`config.mk`:
```
export PLATFORM = sky130hd
export DESIGN_NAME = surf_link_autotrain_flat
export DESIGN_NICKNAME = d
export VERILOG_FILES = /design/src/rtl/surf_link_autotrain_if.sv /design/src/rtl/surf_link_autotrain.sv /design/src/flat_wrapper.sv
export SDC_FILE = /design/constraint.sdc
export NUM_CORES = 1
export LEC_CHECK = 0
export CAP_MARGIN = 20
export CORE_UTILIZATION = 48
export CTS_CLUSTER_DIAMETER = 60
export DETAILED_ROUTE_END_ITERATION = 16
export GPL_TIMING_DRIVEN = 1
export HOLD_SLACK_MARGIN = 0.12
export PLACE_DENSITY = 0.78
export SLEW_MARGIN = 20
export SYNTH_ARGS = -nofsm -noshare
export SYNTH_HDL_FRONTEND = slang
export SYNTH_SLANG_ARGS = --single-unit
```
`constraint.sdc`:
```
create_clock -name sysclk_i -period 5 [get_ports sysclk_i]
set_input_delay 1 -clock sysclk_i [delete_from_list [all_inputs] [get_ports sysclk_i]]
set_output_delay 1 -clock sysclk_i [all_outputs]
set_load 0.005 [all_outputs]
```
`src/rtl/surf_link_autotrain_if.sv`:
```
// surf_link_autotrain_if: start/mask control, per-lane deserialized data and training results
// of the SURF link auto-trainer, bundled so the trainer and its user share one definition.
interface surf_link_autotrain_if #(
    parameter int NLANES  = 4,
    parameter int DWIDTH  = 32,
    parameter int TAPBITS = 5
);
    logic                       start_i;
    logic [NLANES-1:0]          lane_mask_i;
    logic [NLANES*DWIDTH-1:0]   lane_data_i;
    logic [NLANES-1:0]          lane_valid_i;
    logic                       iserdes_rst_o;
    logic [TAPBITS-1:0]         idelay_value_o;
    logic [NLANES-1:0]          idelay_load_o;
    logic [NLANES-1:0]          bitslip_o;
    logic                       busy_o;
    logic                       done_o;
    logic [NLANES-1:0]          lane_locked_o;
    logic [NLANES-1:0]          lane_fail_o;
    logic [NLANES*TAPBITS-1:0]  lane_tap_o;

    modport slave (
        input  start_i, lane_mask_i, lane_data_i, lane_valid_i,
        output iserdes_rst_o, idelay_value_o, idelay_load_o, bitslip_o,
               busy_o, done_o, lane_locked_o, lane_fail_o, lane_tap_o
    );
    modport master (
        output start_i, lane_mask_i, lane_data_i, lane_valid_i,
        input  iserdes_rst_o, idelay_value_o, idelay_load_o, bitslip_o,
               busy_o, done_o, lane_locked_o, lane_fail_o, lane_tap_o
    );
endinterface

```
`src/rtl/surf_link_autotrain.sv`:
```
// surf_link_autotrain: trains enabled lanes one at a time -- scans every IDELAY tap against the
// training word, centres on the widest clean eye, then bitslips until the word lines up.
module surf_link_autotrain #(
    parameter int          NLANES         = 4,
    parameter int          DWIDTH         = 32,
    parameter int          TAPBITS        = 5,
    parameter logic [31:0] TRAIN_SEQUENCE = 32'hA55A6996,
    parameter int          SETTLE_CYCLES  = 16,
    parameter int          CHECK_WORDS    = 64,
    parameter int          MIN_EYE        = 4,
    parameter int          RST_CYCLES     = 8
) (
    input  logic                 sysclk_i,
    input  logic                 sysclk_rst_i,
    surf_link_autotrain_if.slave link
);
    localparam int LW = NLANES > 1 ? $clog2(NLANES) : 1;
    localparam int SW = $clog2(DWIDTH) + 1;
    localparam logic [DWIDTH-1:0]   TRAIN = TRAIN_SEQUENCE[DWIDTH-1:0];
    localparam logic [2*DWIDTH-1:0] TT    = {TRAIN, TRAIN};

    typedef enum logic [3:0] {
        S_IDLE, S_LRST, S_LOAD, S_SETTLE, S_CHECK, S_PICK, S_CLOAD,
        S_CSETTLE, S_ALIGN, S_SLIP, S_SWAIT, S_NEXT
    } state_t;

    state_t                    r_state;
    logic [NLANES-1:0]         r_pend;
    logic [LW-1:0]             r_lane;
    logic [15:0]               r_cnt;
    logic [SW-1:0]             r_slips;
    logic [TAPBITS-1:0]        r_tap, r_run_start, r_best_start;
    logic [TAPBITS:0]          r_run_len, r_best_len;
    logic                      r_lk, r_fl;
    logic                      r_iserdes_rst, r_busy, r_done;
    logic [TAPBITS-1:0]        r_idelay_value;
    logic [NLANES-1:0]         r_idelay_load, r_bitslip, r_locked, r_fail;
    logic [NLANES*TAPBITS-1:0] r_tap_out;

    logic [DWIDTH-1:0]  w_word;
    logic               w_valid, w_rot_ok;
    logic [LW-1:0]      w_nxt;
    logic [NLANES-1:0]  w_lane_oh;
    logic [TAPBITS:0]   w_ext_len, w_cand_len;
    logic [TAPBITS-1:0] w_ext_start, w_cand_start, w_centre;

    assign w_word       = link.lane_data_i[int'(r_lane)*DWIDTH +: DWIDTH];
    assign w_valid      = link.lane_valid_i[r_lane];
    assign w_lane_oh    = NLANES'(1) << r_lane;
    assign w_ext_len    = r_run_len + 1'b1;
    assign w_ext_start  = r_run_len == '0 ? r_tap : r_run_start;
    assign w_cand_len   = w_rot_ok ? w_ext_len : r_run_len;
    assign w_cand_start = w_rot_ok ? w_ext_start : r_run_start;
    assign w_centre     = r_best_start + TAPBITS'((r_best_len - 1'b1) >> 1);

    // Tap quality does not depend on word alignment: any rotation of the pattern counts.
    always_comb begin
        w_rot_ok = 1'b0;
        for (int r = 0; r < DWIDTH; r++) w_rot_ok = w_rot_ok | (TT[r +: DWIDTH] == w_word);
    end

    always_comb begin
        w_nxt = '0;
        for (int i = NLANES - 1; i >= 0; i--) if (r_pend[i]) w_nxt = LW'(i);
    end

    always_ff @(posedge sysclk_i or posedge sysclk_rst_i) begin
        if (sysclk_rst_i) begin
            r_state        <= S_IDLE;
            r_pend         <= '0;
            r_lane         <= '0;
            r_cnt          <= '0;
            r_slips        <= '0;
            r_tap          <= '0;
            r_run_start    <= '0;
            r_run_len      <= '0;
            r_best_start   <= '0;
            r_best_len     <= '0;
            r_lk           <= 1'b0;
            r_fl           <= 1'b0;
            r_iserdes_rst  <= 1'b0;
            r_busy         <= 1'b0;
            r_done         <= 1'b0;
            r_idelay_value <= '0;
            r_idelay_load  <= '0;
            r_bitslip      <= '0;
            r_locked       <= '0;
            r_fail         <= '0;
            r_tap_out      <= '0;
        end else begin
            r_idelay_load <= '0;
            r_bitslip     <= '0;
            r_done        <= 1'b0;
            case (r_state)
                S_IDLE: if (link.start_i) begin
                    r_pend    <= link.lane_mask_i;
                    r_locked  <= '0;
                    r_fail    <= '0;
                    r_tap_out <= '0;
                    r_lk      <= 1'b0;
                    r_fl      <= 1'b0;
                    r_busy    <= 1'b1;
                    r_state   <= S_NEXT;
                end
                S_LRST: if (r_cnt == 16'(RST_CYCLES - 1)) begin
                    r_iserdes_rst  <= 1'b0;
                    r_tap          <= '0;
                    r_idelay_value <= '0;
                    r_idelay_load  <= w_lane_oh;
                    r_state        <= S_LOAD;
                end else r_cnt <= r_cnt + 1'b1;
                S_LOAD: begin
                    r_cnt   <= '0;
                    r_state <= S_SETTLE;
                end
                S_SETTLE: if (r_cnt == 16'(SETTLE_CYCLES - 1)) begin
                    r_cnt   <= '0;
                    r_state <= S_CHECK;
                end else r_cnt <= r_cnt + 1'b1;
                S_CHECK: if (w_valid) begin
                    if (w_rot_ok && r_cnt != 16'(CHECK_WORDS - 1)) r_cnt <= r_cnt + 1'b1;
                    else begin
                        r_run_len   <= w_rot_ok ? w_ext_len : '0;
                        r_run_start <= w_ext_start;
                        // A run closes on a bad tap or at the last tap; ties keep the earlier eye.
                        if ((!w_rot_ok || &r_tap) && w_cand_len > r_best_len) begin
                            r_best_len   <= w_cand_len;
                            r_best_start <= w_cand_start;
                        end
                        if (&r_tap) r_state <= S_PICK;
                        else begin
                            r_tap          <= r_tap + 1'b1;
                            r_idelay_value <= r_tap + 1'b1;
                            r_idelay_load  <= w_lane_oh;
                            r_state        <= S_LOAD;
                        end
                    end
                end
                S_PICK: if (r_best_len < (TAPBITS+1)'(MIN_EYE)) begin
                    r_fl    <= 1'b1;
                    r_state <= S_NEXT;
                end else begin
                    r_tap_out[int'(r_lane)*TAPBITS +: TAPBITS] <= w_centre;
                    r_idelay_value <= w_centre;
                    r_idelay_load  <= w_lane_oh;
                    r_state        <= S_CLOAD;
                end
                S_CLOAD: begin
                    r_cnt   <= '0;
                    r_state <= S_CSETTLE;
                end
                S_CSETTLE, S_SWAIT: if (r_cnt == 16'(SETTLE_CYCLES - 1)) begin
                    if (r_state == S_CSETTLE) r_slips <= '0;
                    r_state <= S_ALIGN;
                end else r_cnt <= r_cnt + 1'b1;
                S_ALIGN: if (w_valid) begin
                    if (w_word == TRAIN) begin
                        r_lk    <= 1'b1;
                        r_state <= S_NEXT;
                    end else if (r_slips == SW'(DWIDTH)) begin
                        r_fl    <= 1'b1;
                        r_state <= S_NEXT;
                    end else begin
                        r_bitslip <= w_lane_oh;
                        r_slips   <= r_slips + 1'b1;
                        r_state   <= S_SLIP;
                    end
                end
                S_SLIP: begin
                    r_cnt   <= '0;
                    r_state <= S_SWAIT;
                end
                S_NEXT: begin
                    r_locked[r_lane] <= r_lk;
                    r_fail[r_lane]   <= r_fl;
                    r_lk             <= 1'b0;
                    r_fl             <= 1'b0;
                    if (|r_pend) begin
                        r_lane         <= w_nxt;
                        r_pend[w_nxt]  <= 1'b0;
                        r_iserdes_rst  <= 1'b1;
                        r_cnt          <= '0;
                        r_run_len      <= '0;
                        r_best_len     <= '0;
                        r_best_start   <= '0;
                        r_state        <= S_LRST;
                    end else begin
                        r_done  <= 1'b1;
                        r_busy  <= 1'b0;
                        r_state <= S_IDLE;
                    end
                end
                default: r_state <= S_IDLE;
            endcase
        end
    end

    assign link.iserdes_rst_o  = r_iserdes_rst;
    assign link.idelay_value_o = r_idelay_value;
    assign link.idelay_load_o  = r_idelay_load;
    assign link.bitslip_o      = r_bitslip;
    assign link.busy_o         = r_busy;
    assign link.done_o         = r_done;
    assign link.lane_locked_o  = r_locked;
    assign link.lane_fail_o    = r_fail;
    assign link.lane_tap_o     = r_tap_out;
endmodule

```
`src/flat_wrapper.sv`:
```
// flat-port wrapper written by rule: the top's interface ports become plain ports
module surf_link_autotrain_flat 
#(
    parameter int          NLANES         = 4,
    parameter int          DWIDTH         = 32,
    parameter int          TAPBITS        = 5,
    parameter logic [31:0] TRAIN_SEQUENCE = 32'hA55A6996,
    parameter int          SETTLE_CYCLES  = 16,
    parameter int          CHECK_WORDS    = 64,
    parameter int          MIN_EYE        = 4,
    parameter int          RST_CYCLES     = 8
)
  (sysclk_i, sysclk_rst_i, link_start_i, link_lane_mask_i, link_lane_data_i, link_lane_valid_i, link_iserdes_rst_o, link_idelay_value_o, link_idelay_load_o, link_bitslip_o, link_busy_o, link_done_o, link_lane_locked_o, link_lane_fail_o, link_lane_tap_o);
  surf_link_autotrain_if #(.NLANES(NLANES), .DWIDTH(DWIDTH), .TAPBITS(TAPBITS)) link_i ();
  input  logic sysclk_i;
  input  logic sysclk_rst_i;
  input wire logic [$bits(link_i.start_i)-1:0] link_start_i;
  input wire logic [$bits(link_i.lane_mask_i)-1:0] link_lane_mask_i;
  input wire logic [$bits(link_i.lane_data_i)-1:0] link_lane_data_i;
  input wire logic [$bits(link_i.lane_valid_i)-1:0] link_lane_valid_i;
  output wire logic [$bits(link_i.iserdes_rst_o)-1:0] link_iserdes_rst_o;
  output wire logic [$bits(link_i.idelay_value_o)-1:0] link_idelay_value_o;
  output wire logic [$bits(link_i.idelay_load_o)-1:0] link_idelay_load_o;
  output wire logic [$bits(link_i.bitslip_o)-1:0] link_bitslip_o;
  output wire logic [$bits(link_i.busy_o)-1:0] link_busy_o;
  output wire logic [$bits(link_i.done_o)-1:0] link_done_o;
  output wire logic [$bits(link_i.lane_locked_o)-1:0] link_lane_locked_o;
  output wire logic [$bits(link_i.lane_fail_o)-1:0] link_lane_fail_o;
  output wire logic [$bits(link_i.lane_tap_o)-1:0] link_lane_tap_o;
  assign link_i.start_i = link_start_i;
  assign link_i.lane_mask_i = link_lane_mask_i;
  assign link_i.lane_data_i = link_lane_data_i;
  assign link_i.lane_valid_i = link_lane_valid_i;
  assign link_iserdes_rst_o = link_i.iserdes_rst_o;
  assign link_idelay_value_o = link_i.idelay_value_o;
  assign link_idelay_load_o = link_i.idelay_load_o;
  assign link_bitslip_o = link_i.bitslip_o;
  assign link_busy_o = link_i.busy_o;
  assign link_done_o = link_i.done_o;
  assign link_lane_locked_o = link_i.lane_locked_o;
  assign link_lane_fail_o = link_i.lane_fail_o;
  assign link_lane_tap_o = link_i.lane_tap_o;
  surf_link_autotrain #(.NLANES(NLANES), .DWIDTH(DWIDTH), .TAPBITS(TAPBITS), .TRAIN_SEQUENCE(TRAIN_SEQUENCE), .SETTLE_CYCLES(SETTLE_CYCLES), .CHECK_WORDS(CHECK_WORDS), .MIN_EYE(MIN_EYE), .RST_CYCLES(RST_CYCLES)) u_core (.sysclk_i(sysclk_i), .sysclk_rst_i(sysclk_rst_i), .link(link_i));
endmodule
```
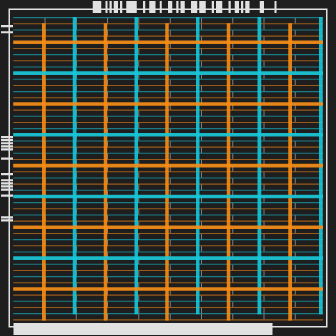
(images/floorplan.png)
Pins as bars on the die edge. Tap cells in gray.
Key: VSS = orange; VDD = cyan
183 signal pins sit on the boundary. 10 straps on met4. 229 tap cells.
die width: 139 um
core area: 18200 um2

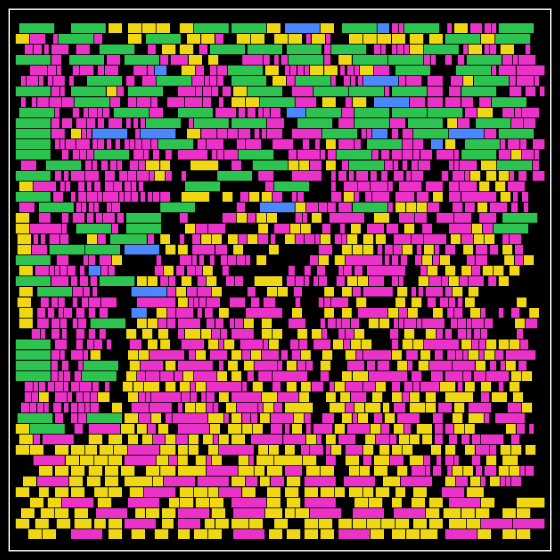
(images/class_map.png)
Key: clock drivers and dummy loads = blue [cells 16, share of their area 2.1%]; remaining buffers and delay cells = yellow [cells 500, share of their area 31%]; remaining logic cells = magenta [cells 851, share of their area 48%]; registers = green [cells 105, share of their area 19%]
post-layout util: 0.787
Final Instance Area: 14300 um2

==> results_dict.tcl <==
# collected from the flow reports
set metrics [dict create \
    reg2reg_slack_ps -170 \
    power_density_nw_per_um2 453 \
    status "finished with violations" \
    violations "setup timing" \
    criticalPathCategory "in2reg" \
    min_from "u_core.link.lane_tap_o[18]" \
    clk_pin_slew_ps 70 \
    num_rows 49 \
    met3_usage 0.0984 \
    root_buffer "clkbuf_16" \
    reg2regPathDepth 23 \
    drt_iter0_markers 1415 \
    maxSlewHeadroom 0.378 \
    post_cts_buffers 25 \
    fmax_ghz 0.185 \
    port_buffers 182 \
    area_leaders "dfrtp_1 29%, mux4_2 8.0%, nand2_1 4.9%, nand3_1 3.3%, ha_1 3.2%" \
    io_pins 183 \
    hp-class "reg2reg" \
    finalSetupViolCount 11 \
    syn_to_final_growth_pct 58.3 \
    p_leak_uw 0.00595 \
    r2r_end "u_core.r_best_start[1]" \
    grt_setup_unrepaired "yes" \
    cp-start-kind "input pin" \
    peakVddDrop_v 0.000492 \
    ys_ff 105 \
    htree_levels 3 \
    critPathSlowestCell "mux4_2" \
    cts_tree "yes" \
    yosysWarnings 0 \
    critical_path.cell_chain "clkdlybuf4s50_1 > mux4_2 > buf_6 > nor4bb_4 > buf_6 > nand4_1 > o32ai_4 > a22oi_2 > nand4_4 > nor2_4 > mux2i_2 > inv_1 > ha_4 > nor2b_1 > o21a_1 > o21a_1 > o21a_1 > o21ai_1 > a32oi_1 > o21ai_2 > or2_4 > buf_6 > a22o_1" \
    cp_slowest_stage_delay_ps 570 \
    die-area_um2 19400 \
    synth-async-reset-ratio 1.00 \
    r2r_start "u_core.r_lane[0]" \
    worstSetupEndpointType "flop" \
    hold_buffers 0 \
    gp_congestion 1.05 \
    grt-busiest-layer "met2" \
    synth_nets 1170 \
    dp_slack_ps -1080 \
    switching_share 0.450 \
    comb_power_share 0.699 \
    log.warning_count 33 \
    yosys_area_um2 9050 \
    drt-vias-per-instance 6.59 \
    grt_pass1_wl_um 62000 \
    yosysMostFrequentCell "nand2_1" \
    worstPathRequired_ps 5240 \
    grt_pass1_vias 10800 \
    slew_viol_final 0 \
    min_to "u_core.link.lane_tap_o[18]" \
    p_int_uw 3570 \
    cts_buffers 9 \
    critPathMaxFanout 8 \
    top_cells_by_count "117 x nand2_1, 105 x dfrtp_1, 60 x nand3_1" \
    fp-utilization 0.497 \
    nets 1630 \
    p_seq_frac 0.191 \
    syn_inst 1007 \
    max-cap-violations 0 \
    synth_area_per_cell_um2 8.99 \
    arrival_ps 5650 \
    met1_usage 0.568 \
    setup_ws_ps -413 \
    tightestPinTransition_ps 930 \
    finalCritPeriodShare 1.08 \
    flop_cell "dfrtp_1" \
    synth_seq_share 0.290 \
    yosysUniqueCellTypes 91 \
    finalHoldViolCount 0 \
    diodes 0 \
    hold_depth 2 \
    yosysTopAreaCell "dfrtp_1" \
    yosys.area.top_type_share 0.290 \
    antenna_found_initial 0 \
    hpwl_um 31300 \
    drc 0 \
    drtAntennaViolNets 0 \
    drive_gt1_frac 0.342 \
    p_switching_uw 2920 \
    overflow 0 \
]
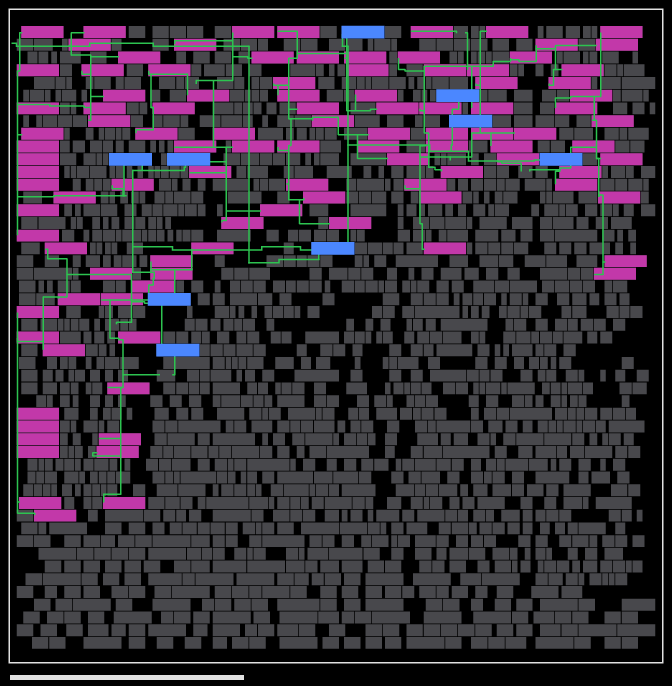
(images/clock_wires.png)
Scale bar: 50 um.
Key: clock wires = green [length 1300 um]; clock-net drivers = blue [count 9]; flip-flops = magenta [count 105]
There are 10 routed clock nets.
clock skew: 9.66 ps
Clk pwr share: 0.109

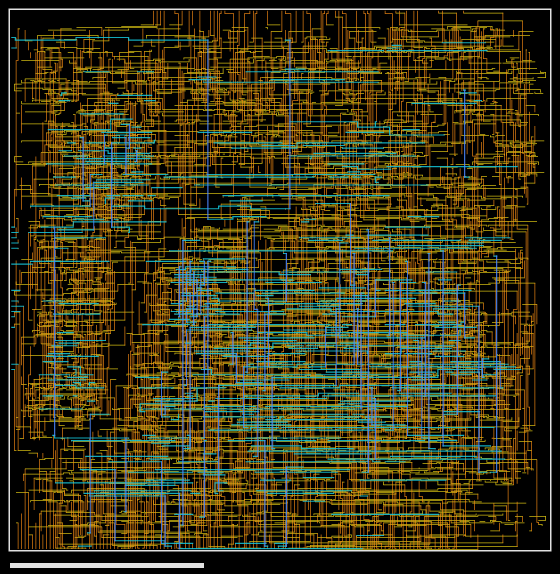
(images/layers.png)
Scale bar: 50 um.
Key: M1 = yellow [wire length 16400 um]; M4 = blue [wire length 1630 um]; M2 = orange [wire length 18100 um]; M3 = cyan [wire length 4710 um]
routed via count: 11200
drt total wl: 40800 um
DR WL/cell: 24.0 um
GRT Total Usage: 0.418

## layout by cell type, fill, tap and decap left out, types with 11 or more instances in the layout
master / synthesis / layout
nor2_1: 50 / 45
a21oi_1: 32 / 31
clkdlybuf4s50_1: 0 / 167
a32o_1: 11 / 11
a22o_1: 12 / 12
mux4_2: 32 / 33
nand2b_1: 12 / 12
nand3_1: 60 / 56
dfrtp_1: 105 / 104
nor4_1: 40 / 35
nand4_1: 42 / 42
xor2_1: 11 / 11
buf_6: 6 / 21
mux2_2: 13 / 13
nand2_1: 117 / 110
o22ai_1: 22 / 21
nor3_1: 31 / 30
ha_1: 23 / 21
o21ai_0: 52 / 47
nor2b_1: 26 / 17
buf_4: 4 / 287
inv_1: 48 / 47
## power by group through the flow
stage | Sequential (uW) | Combinational (uW) | Clock (uW)
floorplan | 1160 | 1990 | 0
global placement | 1240 | 3760 | 0
detailed placement | 1250 | 3830 | 0
CTS | 1230 | 4140 | 714
global route | 1260 | 4730 | 746
finish | 1240 | 4540 | 711
## routing by layer
metal	vias up	share of wire
met1	5436	0.40
li1	4830	-
met4	0	0.040
met3	155	0.12
met5	-	0
met2	786	0.44
## layout make-up
cell class / instances / area (um2)
Fill cell: 1256 / 3880
Tap cell: 229 / 287
Clock inverter: 6 / 57.6
Sequential cell: 105 / 2630
Multi-Input combinational cell: 803 / 6520
Clock buffer: 10 / 239
Inverter: 48 / 183
Timing Repair Buffer: 500 / 4410
## cell families (layout without fill, tap and decap cells)
family | Yosys count | after routing | synth area share
compound gates | 224 | 224 | 0.181
xor+xnor | 18 | 18 | 0.0174
fa+ha+maj | 24 | 24 | 0.0340
buf+inv | 99 | 564 | 0.0524
flops | 105 | 105 | 0.290
mux | 60 | 60 | 0.118
simple gates | 477 | 477 | 0.307
## worst max path at each step
| stage | cells past startpoint | endpoint | from |
|---|---|---|---|
| 2_1_floorplan | 21 | u_core.r_best_len[1] | link_lane_data_i[120] |
| 3_3_place_gp | 23 | u_core.r_best_start[1] | link_lane_data_i[20] |
| 3_5_place_dp | 23 | u_core.r_best_start[1] | link_lane_data_i[20] |
| 4_1_cts | 24 | u_core.r_best_len[4] | link_lane_data_i[117] |
| 5_1_grt | 23 | u_core.r_best_len[4] | link_lane_data_i[48] |
| 6_report | 23 | u_core.r_best_start[1] | link_lane_data_i[100] |
## metrics by stage
stage | hold slack, ps | instances | setup TNS (ps) | total power [uW]
after floorplan | 459 | 1007 | 0 | 3150
after global placement | 467 | 1647 | -12010 | 5000
after detailed placement | 475 | 1647 | -11590 | 5080
after CTS | 493 | 1688 | -2920 | 6090
after global routing | 508 | 1701 | -6040 | 6740
final | 494 | 1701 | -4330 | 6490
## sequential cells by signal, indices dropped and copies added (netlist names), 5 cells and up
signal and flops:
u_core.link.idelay_value_o 5, u_core.link.lane_tap_o 20, u_core.r_best_len 6, u_core.r_best_start 5, u_core.r_cnt 16, u_core.r_run_len 6, u_core.r_run_start 5, u_core.r_slips 6
u_core.r_tap 5
## critical path, delay by kind of cell
family / cells / cell delay (ps)
simple gates: 6 / 1090
compound gates: 9 / 1450
fa+ha+maj: 1 / 280
buf+inv: 5 / 990
mux: 2 / 830
No activity file was given, so power comes from the tool's default toggle rates.
